### Met2 routing, run 1

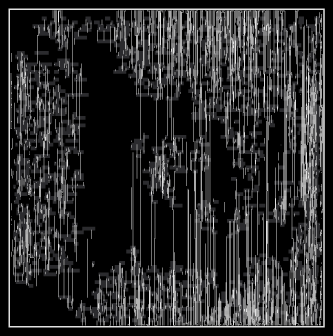
### Placement view, run 1

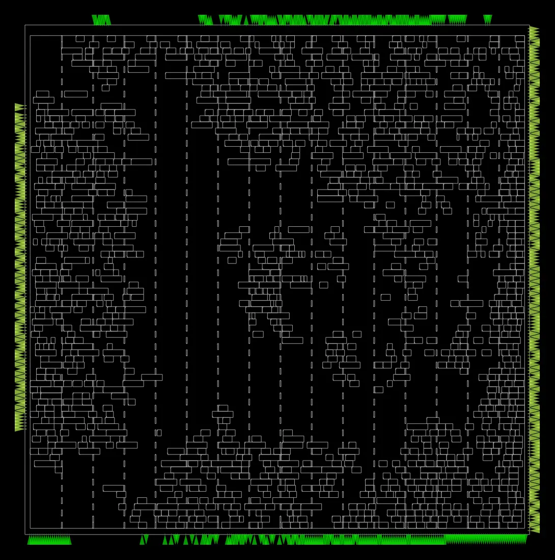
### Signal wires on met1, run 1

The bar under the picture is 50 um long.
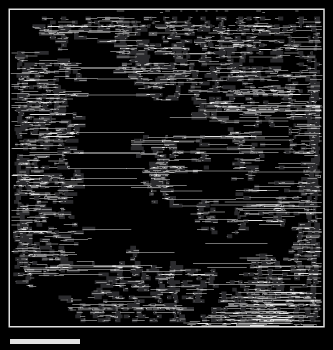
File: config.mk
export PLATFORM = sky130hd
export DESIGN_NAME = mem_ctrl
export DESIGN_NICKNAME = d
export VERILOG_FILES = /design/src/rtl/brisc_pkg.sv /design/src/rtl/mem_ctrl_latency_counter.sv /design/src/rtl/mem_ctrl.sv
export SDC_FILE = /design/constraint.sdc
export NUM_CORES = 1
export LEC_CHECK = 0
export CORE_AREA = 2 2 221 223
export DETAILED_ROUTE_END_ITERATION = 8
export DIE_AREA = 0 0 223 225
export GPL_TIMING_DRIVEN = 0
export PLACE_DENSITY_LB_ADDON = 0.2
export SYNTH_ARGS = -nofsm -noshare
export SYNTH_HDL_FRONTEND = slang
export SYNTH_SLANG_ARGS = --single-unit
File: constraint.sdc
create_clock -name clk -period 2.7 [get_ports clk]
set_input_delay 0.81 -clock clk [delete_from_list [all_inputs] [get_ports clk]]
set_output_delay 0.81 -clock clk [all_outputs]
set_load 0.01 [all_outputs]
File: src/rtl/brisc_pkg.sv
// brisc_pkg: shared widths, memory timing defaults and controller state encoding
package brisc_pkg;

    localparam int ADDRESS_WIDTH    = 32;
    localparam int CACHE_LINE_WIDTH = 128;
    localparam int MEM_LATENCY      = 5;
    localparam int MEM_LINES        = 4096;

    typedef enum logic [2:0] {
        IDLE,
        WAIT,
        ACCESS,
        RESP,
        DRAIN
    } mem_ctrl_state_e;

endpackage

File: src/rtl/mem_ctrl_latency_counter.sv
// latency_counter: loadable down-counter with a zero flag for the memory wait phase
module latency_counter #(
    parameter int W = 3
) (
    input  logic         clk,
    input  logic         reset,
    input  logic         load_i,
    input  logic         dec_i,
    input  logic [W-1:0] val_i,
    output logic         zero_o
);

    logic [W-1:0] cnt_q, cnt_d;

    // load wins over decrement; otherwise hold
    always_comb cnt_d = load_i ? val_i : dec_i ? cnt_q - W'(1) : cnt_q;

    // count register, cleared asynchronously
    always_ff @(posedge clk or negedge reset)
        if (!reset) cnt_q <= '0;
        else        cnt_q <= cnt_d;

    assign zero_o = cnt_q == '0;

endmodule

File: src/rtl/mem_ctrl.sv
// mem_ctrl: fixed-latency single-request cache-line memory controller
module mem_ctrl #(
    parameter int MEM_LATENCY = brisc_pkg::MEM_LATENCY,
    parameter int MEM_LINES   = brisc_pkg::MEM_LINES
) (
    input  logic                                   clk,
    input  logic                                   reset,
    input  logic                                   mem_req,
    input  logic                                   mem_write,
    input  logic [brisc_pkg::ADDRESS_WIDTH-1:0]    mem_addr,
    input  logic [brisc_pkg::CACHE_LINE_WIDTH-1:0] mem_data,
    output logic                                   mem_ready,
    output logic [brisc_pkg::CACHE_LINE_WIDTH-1:0] mem_rdata,
    output logic                                   mem_busy,
    output logic                                   ram_en,
    output logic                                   ram_we,
    output logic [$clog2(MEM_LINES)-1:0]           ram_addr,
    output logic [brisc_pkg::CACHE_LINE_WIDTH-1:0] ram_wdata,
    input  logic [brisc_pkg::CACHE_LINE_WIDTH-1:0] ram_rdata
);

    import brisc_pkg::*;

    localparam int IDX_W = $clog2(MEM_LINES);
    localparam int OFF   = $clog2(CACHE_LINE_WIDTH / 8);
    localparam int CW    = $clog2(MEM_LATENCY + 1);

    mem_ctrl_state_e             state_q, state_d;
    logic                        we_q, we_d;
    logic [IDX_W-1:0]            idx_q, idx_d;
    logic [CACHE_LINE_WIDTH-1:0] data_q, data_d;
    logic                        load, dec, zero, latch;
    logic                        unused_addr;

    assign unused_addr = ^mem_addr;

    latency_counter #(.W(CW)) u_cnt (
        .clk    (clk),
        .reset  (reset),
        .load_i (load),
        .dec_i  (dec),
        .val_i  (CW'(MEM_LATENCY - 1)),
        .zero_o (zero)
    );

    // request capture: high address bits above the index are dropped so addresses wrap
    always_comb begin
        we_d   = latch ? mem_write : we_q;
        idx_d  = latch ? mem_addr[OFF+IDX_W-1:OFF] : idx_q;
        data_d = latch ? mem_data : data_q;
    end

    // state and latched request, all cleared asynchronously
    always_ff @(posedge clk or negedge reset)
        if (!reset) begin
            state_q <= IDLE;
            we_q    <= 1'b0;
            idx_q   <= '0;
            data_q  <= '0;
        end else begin
            state_q <= state_d;
            we_q    <= we_d;
            idx_q   <= idx_d;
            data_q  <= data_d;
        end

    // next state and Moore outputs; an abort is only possible before ACCESS
    always_comb begin
        state_d   = state_q;
        load      = 1'b0;
        dec       = 1'b0;
        latch     = 1'b0;
        mem_ready = 1'b0;
        mem_rdata = '0;
        mem_busy  = 1'b1;
        ram_en    = 1'b0;
        ram_we    = 1'b0;
        ram_addr  = '0;
        ram_wdata = '0;
        case (state_q)
            IDLE: begin
                mem_busy = 1'b0;
                if (mem_req) begin
                    state_d = WAIT;
                    load    = 1'b1;
                    latch   = 1'b1;
                end
            end
            WAIT: begin
                if (!mem_req) state_d = IDLE;
                else if (zero) state_d = ACCESS;
                else dec = 1'b1;
            end
            ACCESS: begin
                ram_en    = 1'b1;
                ram_we    = we_q;
                ram_addr  = idx_q;
                ram_wdata = data_q;
                state_d   = RESP;
            end
            RESP: begin
                mem_ready = 1'b1;
                mem_rdata = we_q ? '0 : ram_rdata;
                state_d   = mem_req ? DRAIN : IDLE;
            end
            DRAIN: state_d = mem_req ? DRAIN : IDLE;
            default: begin
                mem_busy = 1'b0;
                state_d  = IDLE;
            end
        endcase
    end

endmodule

==> CHANGELOG.md, run 1 <==
### Implementation results

- Outcome: finished, violations left
- Violated checks: setup timing
- DPL Wire Length: 29800 um
- Layout cells sized above 1: 60.5%
- Gr ovfl total: 0
- CP peak stage delay: 0.37 ns
- Synthesis-stage register bit count: about 150
- Synth cell types: 24
- Setup TNS: -20.18 ns
- Cell type with the largest total area: dfrtp_1
- Max-cap viol count: 0
- Final instance area: around 16000 um2
- Final setup viols: approximately 230
- NetSw: roughly 3.2 mW
- Asr flop ratio synth: 100%
- Non-filler cells, final: 1887
- Commonest Layout Cell: clkdlybuf4s50_1
- Fmax: roughly 350 MHz
- Cell family with most CP delay: buffers and inverters
- Final worst slack: -0.177 ns
Back to the opening pictures, 'Met2 routing':
nets with wire on the layer = 1384
main direction = vertical

Back to the opening pictures, 'Placement view':
core area: 47500 um2
flop count: 147
tap cell count: 615
final core occ: 34.2%

Back to the opening pictures, 'Signal wires on met1':
longest straight run = 68.5 um
wire length on this layer = 13800 um

## run 1: worst paths after layout
path                            start       endpoint  slack, ns  cells past startpoint
max                        state_q[1]  mem_rdata[76]      -0.18                      8
min                             reset     data_q[30]       0.28                      1
max reg2reg                state_q[0]     data_q[54]       0.78                      6
min reg2reg                data_q[60]     data_q[60]       0.50                      1
max in group asynchronous       reset    data_q[102]       1.55                      2
min in group clk           data_q[60]     data_q[60]       0.50                      1
## run 1: layer usage
layer | vias to the layer above | routed length [um] | track usage, %
li1 | 3299 | - | -
met1 | 3463 | 13800 | 14.9
met2 | 312 | 21500 | 28.4
met3 | 52 | 3330 | 6.58
met4 | 8 | 946 | 4.57
met5 | - | 50 | 0
## run 1: layout make-up
cell class | instances | area share, %
repair buffers | 611 | 40.0
well taps | 615 | 4.73
multi-input cells | 434 | 24.6
plain buffers | 44 | 4.21
diodes | 1 | 0.0154
flip-flops and latches | 147 | 22.6
clock inverters | 13 | 1.07
inverters | 3 | 0.0692
clock buffers | 19 | 2.66
## run 1: timing repair
| item | in CTS | in global routing |
|---|---|---|
| pin swaps | 47 | 126 |
| cloned | 16 | 14 |
| buffers inserted | 23 | 19 |
| endpoints found under the setup margin | 272 | 271 |
| resized | 1201 | 551 |
## run 1: cell families after synthesis
logic type,after synthesis,synth area share (%)
AND/OR/NAND/NOR,284,24.2
multiplexers,144,21.8
flip-flops,147,49.4
AND-OR/OR-AND,3,0.269
buffers and inverters,51,3.92
adder cells (fa/ha/maj),2,0.336
XOR/XNOR,1,0.118
## run 1: state kept, by name, summed over array words and instances, names as in the netlist
register and flops:
data_q 128, idx_q 12, state_q 3, u_cnt.cnt_q 3, we_q 1
### The metal 3 layer, run 1

The bar under the picture is 50 um long.
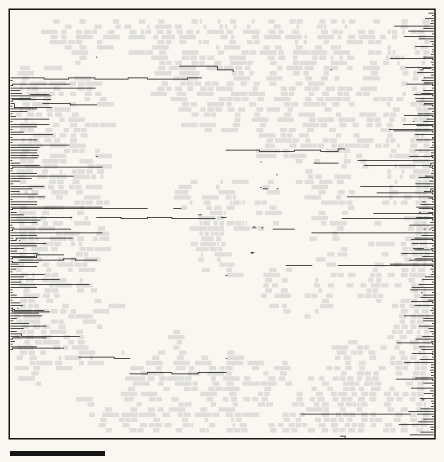

==> run 2: changes to the inputs <==
CORE_AREA = 5 5 217 219   (was 2 2 221 223)
DIE_AREA = 0 0 222 224   (was 0 0 223 225)
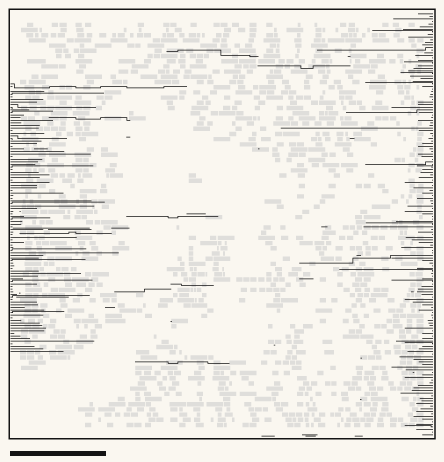
*The metal 3 layer, run 2*
The bar under the picture is 50 um long.
wire length on this layer = 3540 um
main direction = horizontal

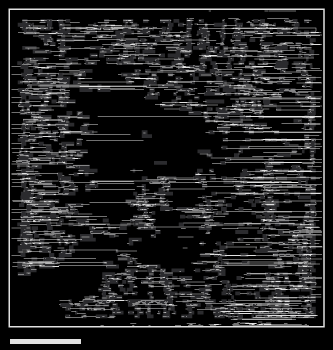
*Signal wires on met1, run 2*
The bar under the picture is 50 um long.
routed vias: 7164
grt met1 use: 16.0%
final wirelength: 41900 um

==> run 2 against run 1 <==
Effect of this change:
- the run still ends with setup timing left
- clock skew up 0.0085 ns
- synthesized cell count unchanged
- critical path type unchanged
- largest power group unchanged
- fmax decreased by 1.7%
==> CHANGELOG.md, run 2 <==
### Implementation results

- Synthesis-stage register bit count: around 150
- Crit path from: state_q[1]
- M2 GR Usage: 30.3%
- Cell type with the largest total area: dfrtp_1
- Synth cell types: 24
- Setup TNS: -35.99 ns
- Commonest Layout Cell: clkdlybuf4s50_1
- Fmax: about 340 MHz
- Slowest-stage cell, CP: dfrtp_1
- Final setup viols: between 200 and 300
- NetSw: a little over 3 mW
- Remaining DRCs: 0
- Gr ovfl total: 0
- Gpl congestion: about 0.84
- CP peak stage delay: between 0.3 and 0.4 ns
- Largest Register: data_q
- Core area: ~45000 um2
- Outcome: finished, violations left
- GRT met3 Usage: under 10%
- Initial DRT Pass Iterations: 4
- Max-cap viol count: 0
- Crit path depth: 8
- Layout cells sized above 1: between 50% and 60%
- Max reg flops: between 100 and 150
- Top cell by count, worst path: buf_12
- Non-filler cells, final: ~1900
- Top Usage Layer GRT: met2
- Most frequent cells after synthesis: 269 x and2_1, 147 x dfrtp_1, 142 x mux2_2
- R2R Setup Slk: 0.68 ns
- R2R Path End: data_q[56]
- Top cells excl fill/tap: 272 x clkdlybuf4s50_1, 211 x buf_6, 190 x and2_4
- Clock transition at the registers of the reported paths: roughly 0.06 ns
- Most common cell in the netlist: and2_1
- R2r startpoint: state_q[1]
- Power Density: approximately 650 nW/um2
- CTS buffer count: 17
- Final worst slack: -0.228 ns
- Violated checks: setup timing
- Worst slew pin tran: around 0.64 ns
- DPL Wire Length: around 33000 um
- Worst R2R Path Depth: 8
-- run 2: cell counts after synthesis --
No cell type changed its count.
-- run 2: kinds of logic (layout without fill, tap and decap cells) --
family | Yosys count | in the layout | synth area share (%)
multiplexers | 144 | 144 | 21.8
AND/OR/NAND/NOR | 284 | 284 | 24.2
AND-OR/OR-AND | 3 | 3 | 0.269
flip-flops | 147 | 147 | 49.4
adder cells (fa/ha/maj) | 2 | 2 | 0.336
other | 0 | 2 | 0
XOR/XNOR | 1 | 1 | 0.118
buffers and inverters | 51 | 688 | 3.92
-- run 2: final cells by class --
| cell class | count | area [um2] |
|---|---|---|
| Multi-Input combinational cell | 434 | 3960 |
| Antenna cell | 2 | 5.00 |
| Clock inverter | 11 | 105 |
| Clock buffer | 20 | 457 |
| Fill cell | 4507 | 28900 |
| Timing Repair Buffer | 612 | 6420 |
| Tap cell | 600 | 751 |
| Sequential cell | 147 | 3680 |
| Buffer | 42 | 611 |
| Inverter | 3 | 11.3 |
-- run 2: metal layers --
layer  vias up  wire [um]
met4         4        459
met2       310      23300
met1      3516      14600
met3        28       3540
li1       3306          -
met5         -         34
-- run 2: stage by stage --
step,utilization [%],area (um2),total power [mW]
global placement,30.4,13600,7.27
floorplan,-,7440,5.70
detailed placement,30.4,13700,7.35
finish,35.6,16000,10.4
CTS,32.1,14400,9.97
global route,35.6,16000,11.1
-- run 2: repair_timing --
action / in CTS / in global routing
gates cloned: 5 / 18
hold buffers: 0 / 0
setup buffers: 15 / 33
pin swaps: 29 / 118
resized: 1095 / 593
setup endpoints to repair: 272 / 272
Power and IR drop assume default switching activity.
